<file path="src/rtl/window_streamer.sv">
// Raster-order pixel stream to K x K window producer (K = 3 or 5, stride 1, no padding).
// Trailing rows live in circular line buffers; windows leave through a registered valid/ready port.
module window_streamer #(
    parameter int unsigned DATA_W = 16,
    parameter int unsigned MAX_W  = 32,
    parameter int unsigned K_MAX  = 5
) (
    input  logic                              clk,
    input  logic                              rst_n,
    input  logic                              start_i,
    input  logic [5:0]                        img_w_i,
    input  logic [5:0]                        img_h_i,
    input  logic [15:0]                       ksize_i,
    input  logic                              in_valid_i,
    output logic                              in_ready_o,
    input  logic [DATA_W-1:0]                 in_pixel_i,
    output logic                              win_valid_o,
    input  logic                              win_ready_i,
    output logic [K_MAX*K_MAX*DATA_W-1:0]     win_data_o,
    output logic [5:0]                        win_row_o,
    output logic [5:0]                        win_col_o,
    output logic                              busy_o,
    output logic                              done_o,
    output logic                              cfg_err_o
);

    localparam int unsigned CW  = $clog2(MAX_W);
    localparam int unsigned NB  = K_MAX - 1;
    localparam int unsigned PW  = $clog2(NB);
    localparam int unsigned WW  = K_MAX * K_MAX * DATA_W;
    localparam int unsigned OFF = K_MAX - 3;

    typedef enum logic [1:0] {StIdle, StLoad, StDrain, StDone} state_e;

    state_e                                 state_q, state_d;
    logic [5:0]                             w_q, w_d, h_q, h_d, k_q, k_d;
    logic [5:0]                             r_q, r_d, c_q, c_d;
    logic [PW-1:0]                          ptr_q, ptr_d;
    logic [K_MAX-1:0][K_MAX-1:0][DATA_W-1:0] sr_q, sr_d;
    logic                                   win_valid_q, win_valid_d;
    logic [WW-1:0]                          win_data_q, win_data_d;
    logic [5:0]                             row_q, row_d, col_q, col_d;
    logic                                   cfg_err_q, cfg_err_d;

    logic [DATA_W-1:0]                      lb_q [NB][MAX_W];
    logic [K_MAX-1:0][DATA_W-1:0]           newcol;
    logic [WW-1:0]                          win_asm;
    logic                                   cfg_ok, accept, last_col, last_pix, emit;

    assign cfg_ok = (ksize_i == 16'd3 || ksize_i == 16'd5) &&
                    (img_w_i >= ksize_i[5:0]) && (img_w_i <= 6'(MAX_W)) &&
                    (img_h_i >= ksize_i[5:0]);

    assign in_ready_o = (state_q == StLoad) && (!win_valid_q || win_ready_i);
    assign accept     = in_valid_i && in_ready_o;
    assign last_col   = (c_q == w_q - 6'd1);
    assign last_pix   = last_col && (r_q == h_q - 6'd1);
    assign emit       = accept && (r_q >= k_q - 6'd1) && (c_q >= k_q - 6'd1);

    // Bank (ptr - m) holds row r-m; bank ptr itself still holds row r-4 until this write.
    assign newcol[K_MAX-1] = in_pixel_i;
    for (genvar m = 1; m <= NB; m++) begin : g_col
        assign newcol[K_MAX-1-m] = lb_q[ptr_q - PW'(m)][c_q[CW-1:0]];
    end

    always_ff @(posedge clk) begin
        if (accept) begin
            lb_q[ptr_q][c_q[CW-1:0]] <= in_pixel_i;
        end
    end

    always_comb begin
        sr_d = sr_q;
        if (accept) begin
            for (int i = 0; i < K_MAX; i++) begin
                for (int j = 0; j < K_MAX - 1; j++) begin
                    sr_d[i][j] = sr_q[i][j+1];
                end
                sr_d[i][K_MAX-1] = newcol[i];
            end
        end
    end

    // The shift register is always K_MAX square with the newest pixel bottom-right;
    // a 3x3 window is its bottom-right corner.
    for (genvar gi = 0; gi < K_MAX; gi++) begin : g_row
        for (genvar gj = 0; gj < K_MAX; gj++) begin : g_el
            if (gi < 3 && gj < 3) begin : g_in
                assign win_asm[(gi*K_MAX+gj)*DATA_W +: DATA_W] =
                    (k_q == 6'd3) ? sr_d[gi+OFF][gj+OFF] : sr_d[gi][gj];
            end else begin : g_out
                assign win_asm[(gi*K_MAX+gj)*DATA_W +: DATA_W] =
                    (k_q == 6'd3) ? {DATA_W{1'b0}} : sr_d[gi][gj];
            end
        end
    end

    always_comb begin
        state_d     = state_q;
        w_d         = w_q;
        h_d         = h_q;
        k_d         = k_q;
        r_d         = r_q;
        c_d         = c_q;
        ptr_d       = ptr_q;
        win_valid_d = win_valid_q && !win_ready_i;
        win_data_d  = win_data_q;
        row_d       = row_q;
        col_d       = col_q;
        cfg_err_d   = 1'b0;
        case (state_q)
            StIdle: begin
                if (start_i) begin
                    if (cfg_ok) begin
                        w_d     = img_w_i;
                        h_d     = img_h_i;
                        k_d     = ksize_i[5:0];
                        r_d     = '0;
                        c_d     = '0;
                        ptr_d   = '0;
                        state_d = StLoad;
                    end else begin
                        cfg_err_d = 1'b1;
                    end
                end
            end
            StLoad: begin
                if (accept) begin
                    if (last_col) begin
                        c_d   = '0;
                        r_d   = r_q + 6'd1;
                        ptr_d = (ptr_q == PW'(NB - 1)) ? '0 : ptr_q + PW'(1);
                    end else begin
                        c_d = c_q + 6'd1;
                    end
                    if (last_pix) begin
                        state_d = StDrain;
                    end
                end
                if (emit) begin
                    win_valid_d = 1'b1;
                    win_data_d  = win_asm;
                    row_d       = r_q - k_q + 6'd1;
                    col_d       = c_q - k_q + 6'd1;
                end
            end
            StDrain: begin
                if (win_valid_q && win_ready_i) begin
                    state_d = StDone;
                end
            end
            StDone:  state_d = StIdle;
            default: state_d = StIdle;
        endcase
    end

    always_ff @(posedge clk or negedge rst_n) begin
        if (!rst_n) begin
            state_q     <= StIdle;
            w_q         <= '0;
            h_q         <= '0;
            k_q         <= '0;
            r_q         <= '0;
            c_q         <= '0;
            ptr_q       <= '0;
            sr_q        <= '0;
            win_valid_q <= 1'b0;
            win_data_q  <= '0;
            row_q       <= '0;
            col_q       <= '0;
            cfg_err_q   <= 1'b0;
        end else begin
            state_q     <= state_d;
            w_q         <= w_d;
            h_q         <= h_d;
            k_q         <= k_d;
            r_q         <= r_d;
            c_q         <= c_d;
            ptr_q       <= ptr_d;
            sr_q        <= sr_d;
            win_valid_q <= win_valid_d;
            win_data_q  <= win_data_d;
            row_q       <= row_d;
            col_q       <= col_d;
            cfg_err_q   <= cfg_err_d;
        end
    end

    assign win_valid_o = win_valid_q;
    assign win_data_o  = win_data_q;
    assign win_row_o   = row_q;
    assign win_col_o   = col_q;
    assign busy_o      = (state_q == StLoad) || (state_q == StDrain);
    assign done_o      = (state_q == StDone);
    assign cfg_err_o   = cfg_err_q;

endmodule

</file>
<file path="config.mk">
export PLATFORM = sky130hd
export DESIGN_NAME = window_streamer
export DESIGN_NICKNAME = d
export VERILOG_FILES = /design/src/rtl/window_streamer.sv
export SDC_FILE = /design/constraint.sdc
export NUM_CORES = 2
export LEC_CHECK = 0
export ABC_CLOCK_PERIOD_IN_PS = 5100
export CAP_MARGIN = 40
export CELL_PAD_IN_SITES_DETAIL_PLACEMENT = 0
export CELL_PAD_IN_SITES_GLOBAL_PLACEMENT = 2
export CORE_UTILIZATION = 30
export CTS_CLUSTER_DIAMETER = 30
export DETAILED_ROUTE_END_ITERATION = 7
export HOLD_SLACK_MARGIN = 0.05
export PLACE_DENSITY_LB_ADDON = 0.15
export SLEW_MARGIN = 25
export SYNTH_ARGS = -nofsm -noshare
export SYNTH_HDL_FRONTEND = slang
export SYNTH_SLANG_ARGS = --single-unit
</file>
<file path="constraint.sdc">
create_clock -name clk -period 5.1 [get_ports clk]
set_input_delay 0.51 -clock clk [delete_from_list [all_inputs] [get_ports clk]]
set_output_delay 0.51 -clock clk [all_outputs]
set_load 0.03 [all_outputs]
</file>
### Cell density map

36 x 36 tiles, from white (low) to dark blue (high), 0 to 100% covered.
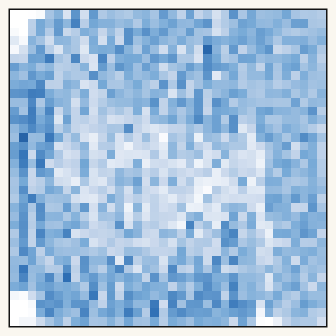
nearly empty tiles = 1.1%
tiles over 75% full = 0.20%
fullest tile = 80%
emptiest ninth of the die = center

==> flow_metrics.env <==
# physical design summary
export IMPL_largest_reg_flops=2048
export IMPL_drive_gt1_frac=0.363
export IMPL_synth_stat_cells=11000
export IMPL_warnings=68
export IMPL_dpl_cell_area_mm2=0.181
export IMPL_cts_resized=9
export IMPL_path_cells="buf_12 > buf_4 > mux4_2 > mux2_2 > nand4_1 > o2111ai_1 > or4b_1 > nor4_4 > buf_4 > o41ai_1"
export IMPL_drt_first_pass_iters=6
export IMPL_p_clk_frac=0.452
export IMPL_post_route_drc_count=0
export IMPL_switchingPower_mw=40.8
export IMPL_clk_pin_slew_worst_paths_ns=0.05
export IMPL_crit_top_cell="buf_4"
export IMPL_fin_skew_ns=0.112
export IMPL_cts_buffers=810
export IMPL_seqPwrFrac=0.243
export IMPL_fin_area_mm2=0.210
export IMPL_preCtsSetupSlack_ns=-0.455
export IMPL_routed_top_layer="met5"
export IMPL_dieArea_mm2=0.527
export IMPL_pwr_share_comb=0.305
export IMPL_peakVddDrop_uv=412
export IMPL_core_rowCount=265
export IMPL_cap_viol_max_count=0
export IMPL_use_met3=0.119
export IMPL_num_vias=129000
export IMPL_setup_viol=13
export IMPL_clk_latency_ns=1.22
export IMPL_grt_pass1_wl_um=1320000
export IMPL_status="finished with violations"
export IMPL_top_logic_kind="multiplexers"
export IMPL_inverters=253
export IMPL_grtUsageTotal=0.384
export IMPL_antenna_found_initial=202
export IMPL_grt_start_max_net_pins=131
export IMPL_most_common_cell="edfxtp_1"
export IMPL_rsz0062_at_grt="yes"
export IMPL_top_cells_by_area="edfxtp_1 (39%), mux4_2 (21%), dfrtp_1 (14%)"
export IMPL_synth_area_yosys_mm2=0.157
export IMPL_failed_checks="negative setup slack"
export IMPL_hold_depth=2
export IMPL_ff_count=2896
export IMPL_ys_seq_share=0.526
export IMPL_top_area_frac=0.391
export IMPL_register_area_mm2=0.0827
export IMPL_slowest_stage="or4b_1"
export IMPL_ioPinCount=466
export IMPL_ys_sh_adder=0.00447
export IMPL_endpoint_kind="flop"
export IMPL_p_per_area_mw_per_mm2=552
export IMPL_wl_met3_um=109000
export IMPL_ys_sh_aoi=0.0582
export IMPL_fin_util=0.403
export IMPL_logic_gate_count=6865
export IMPL_nClkBuffers=980
export IMPL_tns_ns=-0.620
export IMPL_slew_violations=0
export IMPL_setup_ws_ns=-0.104
export IMPL_antenna_cells=165
export IMPL_gp_congestion=1.05
export IMPL_avgSynthCellArea_um2=14.3
export IMPL_place_hpwl_um=788000
export IMPL_crit_type="flop to flop"
export IMPL_total_power_mw=116
export IMPL_synth_cell_types=100
export IMPL_sh_seq_area=0.393
export IMPL_top_cells_by_count="edfxtp_1 (2048), mux4_2 (1469), nand2_1 (1412)"
export IMPL_reg2reg_depth=10
export IMPL_synth_xor_area_share=0.00156
export IMPL_ctsHtreeMaxLevel=6
export IMPL_ys_async_sr_fraction=0.293
export IMPL_max_stage_delay_ns=0.92
export IMPL_p_sw_frac=0.352
export IMPL_layout_cells_non_filler=20600
export IMPL_ys_ff=2896
export IMPL_signal_buffers=1970
export IMPL_grt_busiest_layer="met2"
export IMPL_dieWidth_um=726
export IMPL_required_ns=6.10
### The metal 3 layer

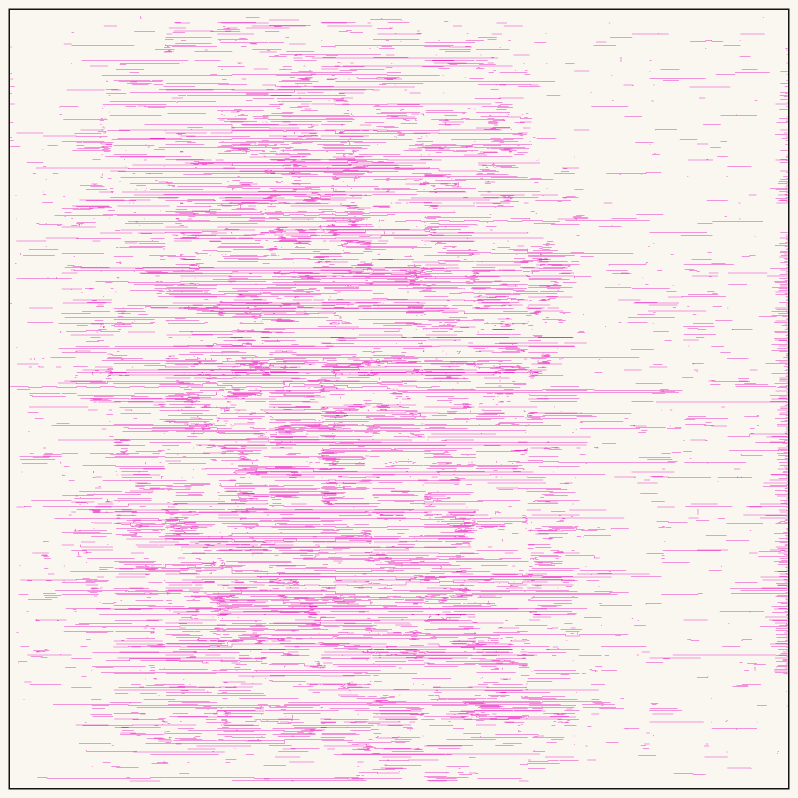
wire length on this layer = 109 mm
share of all routed wire = 10%

## worst paths after layout
kind / to / slack [ns] / startpoint
hold reg to reg: sr_q[4] / 0.47 / sr_q[4]
setup / recovery: win_data_o[65] / -0.10 / ptr_q[1]
max in group asynchronous: sr_q[189] / 3.27 / rst_n
min in group asynchronous: win_data_o[231] / 0.50 / rst_n
hold / removal: h_q[3] / 0.12 / img_h_i[3]
setup reg to reg: win_data_o[65] / -0.10 / ptr_q[1]
## power by group through the flow
| stage | sequential, mW | clock, mW | combinational (mW) |
|---|---|---|---|
| global route | 28.4 | 54.2 | 35.8 |
| finish | 28.2 | 52.5 | 35.4 |
| global placement | 28.6 | 0 | 34.1 |
| detailed placement | 28.6 | 0 | 34.3 |
| CTS | 28.3 | 52.9 | 34.5 |
| floorplan | 28.0 | 0 | 18.0 |
Power and IR drop assume default switching activity.
